===== src/rtl/ram_fifo_ctrl_if.sv =====
// Upstream push, downstream pop and RAM port signals shared by ram_fifo_ctrl and its environment.
// The master side is the surrounding system: producer, consumer and RAM.
interface ram_fifo_ctrl_if #(
    parameter int DW = 4,
    parameter int AW = 3
);
    logic          push;
    logic [DW-1:0] push_data;
    logic          push_ready;
    logic          pop;
    logic [DW-1:0] pop_data;
    logic          pop_valid;
    logic          ram_wr;
    logic          ram_rd;
    logic [AW-1:0] ram_add;
    logic [DW-1:0] ram_data_in;
    logic [DW-1:0] ram_data_out;

    modport master (
        output push, push_data, pop, ram_data_out,
        input  push_ready, pop_data, pop_valid, ram_wr, ram_rd, ram_add, ram_data_in
    );

    modport slave (
        input  push, push_data, pop, ram_data_out,
        output push_ready, pop_data, pop_valid, ram_wr, ram_rd, ram_add, ram_data_in
    );
endinterface


===== src/rtl/ram_fifo_ctrl.sv =====
// FIFO controller around an external single-port RAM with a registered read port.
// Pop wins over push when both are requested; the RAM supplies read data one cycle after ram_rd.
module ram_fifo_ctrl #(
    parameter int DW = 4,
    parameter int AW = 3
) (
    input  logic          clk,
    input  logic          rst,
    ram_fifo_ctrl_if.slave bus,
    output logic          full,
    output logic          empty,
    output logic [AW:0]   count,
    output logic          overflow,
    output logic          underflow
);
    localparam logic [AW:0] DEPTH = {1'b1, {AW{1'b0}}};

    logic [AW-1:0] wptr;
    logic [AW-1:0] rptr;
    logic          pop_acc;
    logic          push_acc;
    logic          vld_p1;

    assign full  = (count == DEPTH);
    assign empty = (count == '0);

    // Reset gates the accepts so the RAM is never strobed while the controller is being cleared.
    assign pop_acc  = bus.pop & ~empty & ~rst;
    assign push_acc = bus.push & ~full & ~pop_acc & ~rst;

    assign bus.push_ready  = ~rst & ~full & ~(bus.pop & ~empty);
    assign bus.ram_wr      = push_acc;
    assign bus.ram_rd      = pop_acc;
    assign bus.ram_add     = push_acc ? wptr : rptr;
    assign bus.ram_data_in = bus.push_data;
    assign bus.pop_data    = bus.ram_data_out;
    assign bus.pop_valid   = vld_p1;

    // Stage p1: the RAM has registered the read word on the same edge that sets vld_p1.
    always_ff @(posedge clk) begin
        if (rst) begin
            wptr      <= '0;
            rptr      <= '0;
            count     <= '0;
            vld_p1    <= 1'b0;
            overflow  <= 1'b0;
            underflow <= 1'b0;
        end else begin
            if (push_acc) begin
                wptr <= wptr + 1'b1;
            end
            if (pop_acc) begin
                rptr <= rptr + 1'b1;
            end
            case ({push_acc, pop_acc})
                2'b10:   count <= count + 1'b1;
                2'b01:   count <= count - 1'b1;
                default: count <= count;
            endcase
            vld_p1 <= pop_acc;
            if (bus.push & full & ~pop_acc) begin
                overflow <= 1'b1;
            end
            if (bus.pop & empty) begin
                underflow <= 1'b1;
            end
        end
    end
endmodule


===== src/flat_wrapper.sv =====
// flat-port wrapper written by rule: the top's interface ports become plain ports
module ram_fifo_ctrl_flat 
#(
    parameter int DW = 4,
    parameter int AW = 3
)
  (clk, rst, full, empty, count, overflow, underflow, bus_push, bus_push_data, bus_pop, bus_ram_data_out, bus_push_ready, bus_pop_data, bus_pop_valid, bus_ram_wr, bus_ram_rd, bus_ram_add, bus_ram_data_in);
  ram_fifo_ctrl_if #(.DW(DW), .AW(AW)) bus_i ();
  input  logic clk;
  input  logic rst;
  output logic full;
  output logic empty;
  output logic [AW:0] count;
  output logic overflow;
  output logic underflow;
  input wire logic [$bits(bus_i.push)-1:0] bus_push;
  input wire logic [$bits(bus_i.push_data)-1:0] bus_push_data;
  input wire logic [$bits(bus_i.pop)-1:0] bus_pop;
  input wire logic [$bits(bus_i.ram_data_out)-1:0] bus_ram_data_out;
  output wire logic [$bits(bus_i.push_ready)-1:0] bus_push_ready;
  output wire logic [$bits(bus_i.pop_data)-1:0] bus_pop_data;
  output wire logic [$bits(bus_i.pop_valid)-1:0] bus_pop_valid;
  output wire logic [$bits(bus_i.ram_wr)-1:0] bus_ram_wr;
  output wire logic [$bits(bus_i.ram_rd)-1:0] bus_ram_rd;
  output wire logic [$bits(bus_i.ram_add)-1:0] bus_ram_add;
  output wire logic [$bits(bus_i.ram_data_in)-1:0] bus_ram_data_in;
  assign bus_i.push = bus_push;
  assign bus_i.push_data = bus_push_data;
  assign bus_i.pop = bus_pop;
  assign bus_i.ram_data_out = bus_ram_data_out;
  assign bus_push_ready = bus_i.push_ready;
  assign bus_pop_data = bus_i.pop_data;
  assign bus_pop_valid = bus_i.pop_valid;
  assign bus_ram_wr = bus_i.ram_wr;
  assign bus_ram_rd = bus_i.ram_rd;
  assign bus_ram_add = bus_i.ram_add;
  assign bus_ram_data_in = bus_i.ram_data_in;
  ram_fifo_ctrl #(.DW(DW), .AW(AW)) u_core (.clk(clk), .rst(rst), .bus(bus_i), .full(full), .empty(empty), .count(count), .overflow(overflow), .underflow(underflow));
endmodule

===== config.mk =====
export PLATFORM = sky130hd
export DESIGN_NAME = ram_fifo_ctrl_flat
export DESIGN_NICKNAME = d
export VERILOG_FILES = /design/src/rtl/ram_fifo_ctrl_if.sv /design/src/rtl/ram_fifo_ctrl.sv /design/src/flat_wrapper.sv
export SDC_FILE = /design/constraint.sdc
export NUM_CORES = 1
export LEC_CHECK = 0
export CAP_MARGIN = 20
export CORE_AREA = 4 4 49 51
export CTS_CLUSTER_DIAMETER = 50
export DETAILED_ROUTE_END_ITERATION = 10
export DIE_AREA = 0 0 53 55
export PLACE_DENSITY_LB_ADDON = 0.05
export SYNTH_ARGS = -nofsm -noshare
export SYNTH_HDL_FRONTEND = slang
export SYNTH_SLANG_ARGS = --single-unit

===== constraint.sdc =====
create_clock -name clk -period 3.5 [get_ports clk]
set_input_delay 0.525 -clock clk [delete_from_list [all_inputs] [get_ports clk]]
set_output_delay 0.525 -clock clk [all_outputs]
set_load 0.05 [all_outputs]

### Clock wires, drivers and flops, run 1

Scale: 8 px per µm.
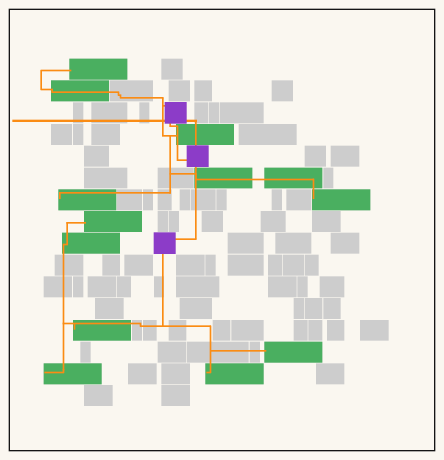
[purple] cells driving clock nets | count: 3
[green] flip-flops | count: 13
[orange] clock wires | length: 191 µm
routed clock nets: 4

### The metal 2 layer, run 1

Scale: 8 px per µm.
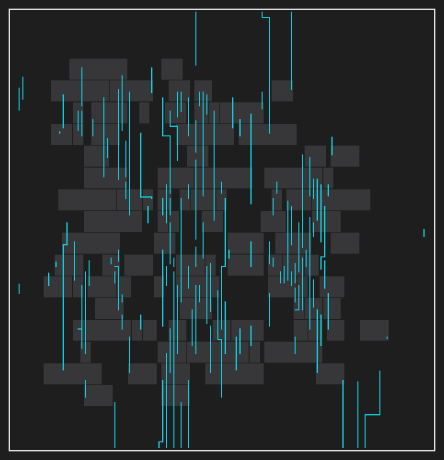
share of all routed wire: 45%
nets with wire on the layer: 90
wire length on this layer: 661 µm

### I/O nets highlighted, run 1

Scale: 6 px per µm.
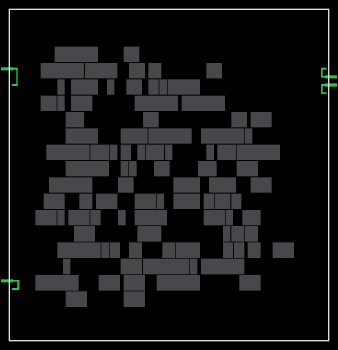
[green] bus_ram_data_in | direction: output | end cells: 0 | buffers: 0 | wire: 12.5 µm

==> commit_impl_results.txt, run 1 <==
Update PnR metrics after Yosys + OpenROAD run

- At floorplan, the net count of the design was reported as slightly below 100.
* Die Span X: 53 µm
- In this run the full chip footprint comes out at 2915 µm².
* Register name with the most flops: u_core.count
- Total tool warning count: 27
* Hold-fix buffer count after cts: 0
- The share of total power dissipated in the clock network is 0.177.
- In the synthesized netlist, the dominant kind of combinational cell is simple AND/OR/NAND/NOR gates.
- Unique cell type count in the Yosys netlist: 28
- Total overflow reported by the global router: 0
- Cell count after placement: 117
- Most area-consuming cells after synthesis: sky130_fd_sc_hd__dfxtp_1, sky130_fd_sc_hd__ha_1, sky130_fd_sc_hd__buf_4, sky130_fd_sc_hd__mux2_4, sky130_fd_sc_hd__nor2_1
- Entering global routing, the biggest net connects 17 pins.
- Layout cell share with drive strength beyond 1: 0.1596
- The congestion estimate from routability-driven global placement came to between 0.6 and 0.7.
* Worst-path maximum fanout: 10
- The worst setup path is of the register to primary output kind.
- Yosys simple share: 0.1708
* CTS tree: done
- Of the total synthesized cell area, the portion taken by AND-OR and OR-AND cells is 0.1012.
- Busiest metal layer after global routing: met2
* Most numerous cell in the Yosys netlist: sky130_fd_sc_hd__dfxtp_1
- The area growth from synthesis to layout is 25.04%.
* Clock-pin slew reported for the worst setup and hold paths after clock tree synthesis: approximately 0.08 ns
* Drt pass-1 iters: 4
- Number of buffers inserted by port buffering: 18
- The launch point of the worst min-delay path is recorded as u_core.wptr[2].
- Yosys reported a register bit count of 13.
- Across the routed clock network, the largest skew measured is 0.002426 ns.
- Final-layout worst hold slack: approximately 0.47 ns
* Area share of the largest cell type after synthesis: 0.3449
- Per the CTS log, the maximum H-tree level is 1.
* Final critical-path setup slack: roughly 0.44 ns
* Most common flop cell mapped by yosys: sky130_fd_sc_hd__dfxtp_1
- Combined global-route utilization of all metal layers: 0.1160
- Top Metal Used: met4
- Of the total power, the share spent switching nets is 0.4233.
* Final worst-path cycle share: 0.8745
* Outcome: finished clean
==> run 1: area by class of cell <==
type                    instances  area [µm²]  share of cell area
flip-flops and latches         13       260.3              0.2759
clock buffers                   4       26.28             0.02785
well taps                      27       33.78             0.03581
repair buffers                 20       197.7              0.2095
inverters                       2       7.507            0.007958
multi-input cells              55       417.9              0.4430
==> run 1: power groups by stage <==
stage               clock, µW  combinational, µW  sequential (µW)
floorplan                   0                176              222
global placement            0                246              194
detailed placement          0                247              194
CTS                      97.4                248              191
global route              109                261              194
finish                   94.2                246              191
==> run 1: worst max-delay path, delay by kind of cell, from the launching register on <==
kind | cells | cell delay [ns]
and+or+nand+nor | 1 | 0.59
AOI/OAI and AO/OA | 1 | 0.53
DFF | 1 | 0.44
buffers and inverters | 2 | 0.40
muxes | 1 | 0.30
==> inputs of run 2 (changes only) <==
Settings changed: CTS_CLUSTER_DIAMETER 50 to 100.
### I/O nets highlighted, run 2

Scale: 6 px per µm.
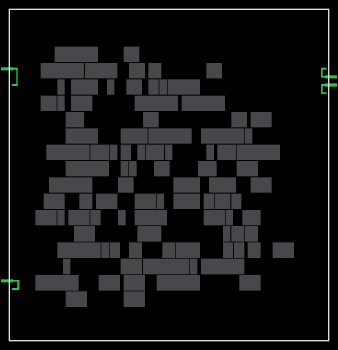
[green] bus_ram_data_in | direction: output | end cells: 0 | buffers: 0 | wire: 12.5 µm
I/O pin count: 35
number of buffers inserted by port buffering: 18

==> run 2 against run 1 <==
  * Wire length stayed put
  * Sequential share of layout area unchanged
  * Final cell count stayed put
  * Fmax is the same
  * Clock skew unchanged
  * Combinational power about the same
  * Register-to-register slack is essentially flat
  * Die size unchanged
  * Via count is the same
==> commit_impl_results.txt, run 2 <==
Update PnR metrics after Yosys + OpenROAD run

- Outcome: finished clean
- The gate-level netlist out of Yosys references 28 unique cell types.
- Yosys mapped a number of flops with a built-in enable equal to 0.
* Setup repair after global routing missed its margin: no
* Most instantiated logic cells after routing: sky130_fd_sc_hd__clkdlybuf4s50_1, sky130_fd_sc_hd__dfxtp_1, sky130_fd_sc_hd__nor2_1
- During synthesis, Yosys emitted a total of 0 warnings.
- For the worst-skew pair, the clock arrives at the later sink with an insertion delay of between 0.2 and 0.3 ns.
- In the final report, the number of pins over their slew limit comes to 0.
* Power density normalized to cell area: 563.2 nW/µm²
* Upper clock frequency limit: around 330 MHz
* Hold violation total from the final report: 0
- Cell-internal power: 306.4 µW
- STA lists the startpoint of the worst register-to-register path as u_core.count[1].
- After synthesis, the cell types taking the most area are sky130_fd_sc_hd__dfxtp_1, sky130_fd_sc_hd__ha_1, sky130_fd_sc_hd__buf_4, sky130_fd_sc_hd__mux2_4, sky130_fd_sc_hd__nor2_1.
- Avg WL per Cell: approximately 12 µm
- Counting instances, the worst hold path has a depth of 1.
- Final-layout setup total negative slack: 0 ns
- Once synthesis finished, the tally of register bits stood at 13.
- Across every metal layer, demand over resource in global routing totals 0.1160.
- The floorplan step defined a die boundary enclosing approximately 2900 µm².
- Looking at the global route congestion table, the highest-usage layer is met2.
- Area occupied by registers: 260.3 µm²
* Startpoint kind of the worst setup timing path: register
- Cell family contributing the most delay on the critical path: simple AND/OR/NAND/NOR gates
* Most common flop cell mapped by yosys: sky130_fd_sc_hd__dfxtp_1
* Vias per cell: between 4 and 5
* Final nets: about 110
* Via count of the first global-routing pass: about 540
- Met2 WL post-DR: around 660 µm
- The first global-routing pass estimated 2463 µm of wire.
- The core region is 1942 µm².
* Area leader, netlist: sky130_fd_sc_hd__dfxtp_1
* Post-route DRC: 0
- For this run the detailed placement stage logged an HPWL of 1110 µm.
- The chip area line in the Yosys stat output reads between 700 and 800 µm².
- After layout, the setup clock skew is reported as approximately 0.0024 ns.
* Synth-to-layout area growth: 25.04%
- Share of the core filled with cells in the final layout: 0.4858
* N_diodes: 0
* Count of buffering cells on the critical path with inverters included: 2
* Final critical-path setup slack: between 0.4 and 0.5 ns
* Final worst-path cycle share: 0.8745
- The share of total power dissipated in the clock network is 0.177.
- The number of antenna violations at the first check in global routing is 0.
* Headroom to the max-slew limit: 0.6539
- The detailed router used layers up to and including met4.
- CTS tree: done
* Placer's final routability congestion estimate: approximately 0.68
- CTS added clock buffers totalling 3.
- Mean post-synth cell area: 9.201 µm²
- Most numerous cell in the Yosys netlist: sky130_fd_sc_hd__dfxtp_1
- The registers reported with the highest flop counts are u_core.count (4), u_core.rptr (3), u_core.wptr (3).
* Total overflow reported by the global router: 0
- Post-detailed-routing wire length: ~1500 µm
- Maximum level of the CTS H-tree: 1
* Cell count after placement: between 100 and 150
- When the netlist entered floorplanning its net count stood at between 90 and 100.
- The pre-antenna-repair detailed-routing pass consisted of 4 iterations.
- In the final layout, the share of cells above drive strength 1 is 0.1596.
* Worst Hold Endpoint: u_core.wptr[2]
- Post-route cell area: around 940 µm²
- Most frequent logic cell in the layout: sky130_fd_sc_hd__clkdlybuf4s50_1
* Total number of cells along the worst setup path: 5
- Min-delay src: u_core.wptr[2]
* Final-layout worst hold slack: around 0.47 ns
- Maximum number of pins on one net before global-route repair: 17
- Violation count after the first detailed-routing iteration: 6
* Global-route met1 utilization: 0.1405
- The power report attributes to the sequential group a share of 0.359.
* Switching Share: 0.4233
- Hold-fix buffer count after cts: 0
- Looking at the VDD voltage map, the peak drop is approximately 300 µV.
- After clock tree synthesis, the clock-pin slew on the worst setup and hold paths is about 0.080 ns.
* Worst-case register-to-register setup slack: around 0.53 ns
- Via count: roughly 580
* Total tool warning count: 27
* Multi-input gate area in the final layout: 417.9 µm²
* Final cell count without fillers: approximately 120
- Worst-path maximum fanout: 10
- Post-Place Cell Area: slightly above 900 µm²
- Least-Margin Pin Slew: around 0.52 ns
- Among the stages of the critical path, the cell type that occurs most often is sky130_fd_sc_hd__buf_4.
- More flip-flops sit in one register than any other, and that register is u_core.count.
- Area share of the largest cell type after synthesis: 0.3449
* Die Span X: roughly 53 µm
- Looking at the setup timing report, the critical path kind is register to primary output.
### The metal 2 layer, run 2

Scale: 8 px per µm.
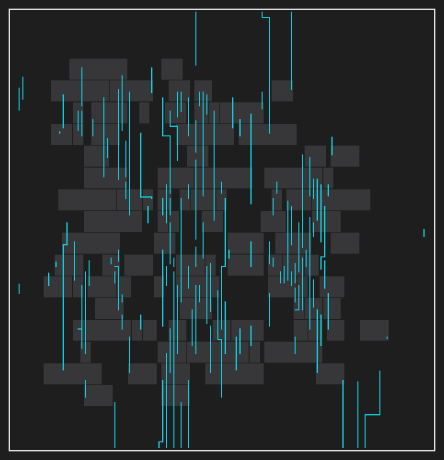
wire length on this layer: 661 µm
main direction: vertical
nets with wire on the layer: 90
longest straight run: 21.9 µm

-- run 2: cell counts in the layout (fill, tap and decap cells not counted) --
Identical to the previous run, type by type.
-- run 2: cells by family after synthesis --
group / share of synthesized area
and+or+nand+nor: 0.1708
DFF: 0.3449
AOI/OAI and AO/OA: 0.1012
xor gates and xnor gates: 0.06965
adders and majority gates: 0.08292
muxes: 0.1012
buffers and inverters: 0.1294
-- run 2: final cells by class --
type                    count  area share
clock buffers               4     0.02785
inverters                   2    0.007958
multi-input cells          55      0.4430
flip-flops and latches     13      0.2759
well taps                  27     0.03581
repair buffers             20      0.2095
-- run 2: power by group through the flow --
stage,clock [µW],sequential (µW),combinational (µW)
floorplan,0,222,176
detailed placement,0,194,247
CTS,97.4,191,248
finish,94.2,191,246
global route,109,194,261
global placement,0,194,246
### Placement by cell class, run 2

Scale: 6 px per µm. Fill, decap, tap and diode cells in grey.
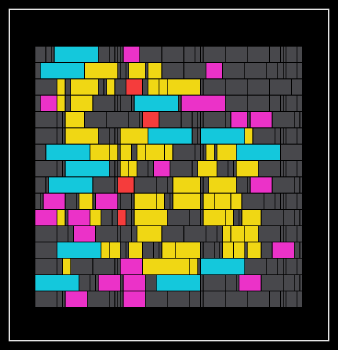

==> inputs of run 3 (changes only) <==
--- a/config.mk
+++ b/config.mk
@@ -12,2 +12,3 @@
 export DIE_AREA = 0 0 53 55
+export GPL_ROUTABILITY_DRIVEN = 1
 export PLACE_DENSITY_LB_ADDON = 0.05
@@ -16 +17,2 @@
 export SYNTH_SLANG_ARGS = --single-unit
+export TNS_END_PERCENT = 5
--- a/constraint.sdc
+++ b/constraint.sdc
@@ -3,2 +3,2 @@
 set_output_delay 0.525 -clock clk [all_outputs]
-set_load 0.05 [all_outputs]
+set_load 0.005 [all_outputs]
### Placement by cell class, run 3

Scale: 6 px per µm. Fill, decap, tap and diode cells in grey.
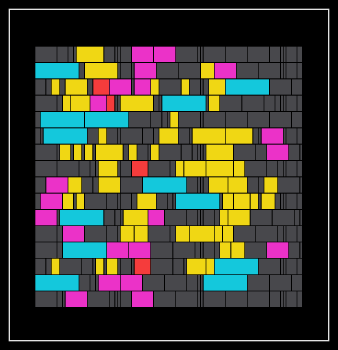
[yellow] all other logic | cells: 57 | share of their area: 45%
[red] clock drivers and dummy loads | cells: 4 | share of their area: 2.9%
[cyan] flip-flops | cells: 13 | share of their area: 29%
[magenta] other buffers and delay cells | cells: 21 | share of their area: 23%
cell row count: 16
sequential share of cell area: 0.2807

### I/O nets highlighted, run 3

Scale: 6 px per µm.
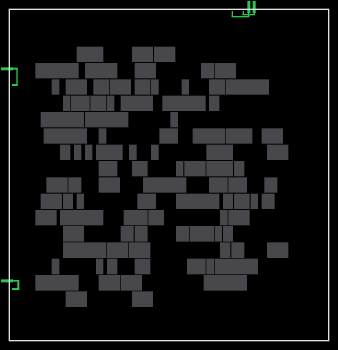

==> run 3 against run 2 <==
  * Die size unchanged
  * First-iteration DRC count down 50%
  * Synthesized cell count unchanged
  * Critical path type unchanged
  * Critical endpoint is now bus_ram_add[2]
  * Largest cell class unchanged
==> commit_impl_results.txt, run 3 <==
Update PnR metrics after Yosys + OpenROAD run

- Area enclosed by the die boundary: between 2000 and 3000 µm²
* Cell-internal power: roughly 300 µW
- Yosys synthesis warning count: 0
- Most common flop cell mapped by yosys: sky130_fd_sc_hd__dfxtp_1
* N_diodes: 0
- Ranking logic cells in the layout by count gives the top entries sky130_fd_sc_hd__clkdlybuf4s50_1, sky130_fd_sc_hd__dfxtp_1, sky130_fd_sc_hd__nor2_1, sky130_fd_sc_hd__xor2_1, sky130_fd_sc_hd__ha_1.
- Total tool warning count: 27
- The global router reports that the layer with the highest usage is met2.
* Synth-to-layout area growth: 22.89%
- For reference, the post-synthesis area per instance comes to between 9 and 10 µm².
- Avg WL per Cell: roughly 12 µm
- The flow ran to the end, and the final reports show no timing, DRC or antenna violations.
- On the worst setup and hold paths after CTS, the clock-pin slew comes to roughly 0.08 ns.
* WHS Path Cells: 2
- After clock tree synthesis, the flow added hold-fix buffers numbering 0.
- Synthesis inferred 13 register bits.
- The first global-routing pass estimated between 2000 and 3000 µm of wire.
- For this run, design rule violations remaining after detail routing come to 0.
- In this run, the synthesized area fraction spent on adder and majority cells is recorded as 0.08292.
* Number of well taps: 27
- Final worst-path cycle share: 0.9347
- For reference, the most critical setup path is categorized as register to primary output.
* Clock network area share: 0.02834
- Setup repair after global routing left no endpoint under its margin.
- Once layout is complete, the cells apart from fillers number roughly 120.
- Per the power-grid run, VDD falls by no more than about 230 µV.
- The registers reported with the highest flop counts are u_core.count (4), u_core.rptr (3), u_core.wptr (3).
* Number of clock buffers inserted by TritonCTS: 3
* Combined global-route utilization of all metal layers: 0.1221
- In the placement report, post-DP HPWL is listed as ~1100 µm.
- For this run, the share of the core covered by cells in the final layout is 0.4774.
* Cell family contributing the most delay on the critical path: simple AND/OR/NAND/NOR gates
- The cell-mix breakdown from Yosys lists the XOR/XNOR area share as 0.06965.
- The number of different library cells used by synthesis comes to 28.
* Multi-input gate area in the final layout: 396.6 µm²
- After layout, the setup clock skew is reported as approximately 0.0016 ns.
* Drt pass-1 iters: 2
* Most area-consuming cells after synthesis: sky130_fd_sc_hd__dfxtp_1, sky130_fd_sc_hd__ha_1, sky130_fd_sc_hd__buf_4, sky130_fd_sc_hd__mux2_4, sky130_fd_sc_hd__nor2_1
- Startpoint kind of the worst setup timing path: register
- Clock buffers in the final layout number 4.
* Layout cell share with drive strength beyond 1: 0.1053
* Total overflow reported by the global router: 0
* Final critical-path setup slack: approximately 0.23 ns
* Most frequent logic cell in the layout: sky130_fd_sc_hd__clkdlybuf4s50_1
- Per the layout report, the design carries 2 non-clock inverters.
run 3: cell count changes in the layout (fill, tap and decap cells not counted), sizes merged:
| cell | before | now |
|---|---|---|
| clkdlybuf4s50 | 14 | 18 |
| buf | 6 | 3 |
run 3: through the flow:
stage                     hold slack [ns]  instance area [µm²]
after floorplan                    0.4337                754.5
after global placement             0.4495                900.9
after global routing               0.5068                927.1
after detailed placement           0.4682                900.9
final                              0.4744                927.1
after CTS                          0.4839                927.1
run 3: power groups by stage:
stage | Sequential [µW] | Combinational [µW] | Clock, µW
after global placement | 186 | 158 | 0
after floorplan | 184 | 98.9 | 0
after CTS | 183 | 158 | 98.9
final | 182 | 155 | 92.8
after global routing | 186 | 172 | 107
after detailed placement | 186 | 158 | 0
No activity file was given, so power comes from the tool's default toggle rates.
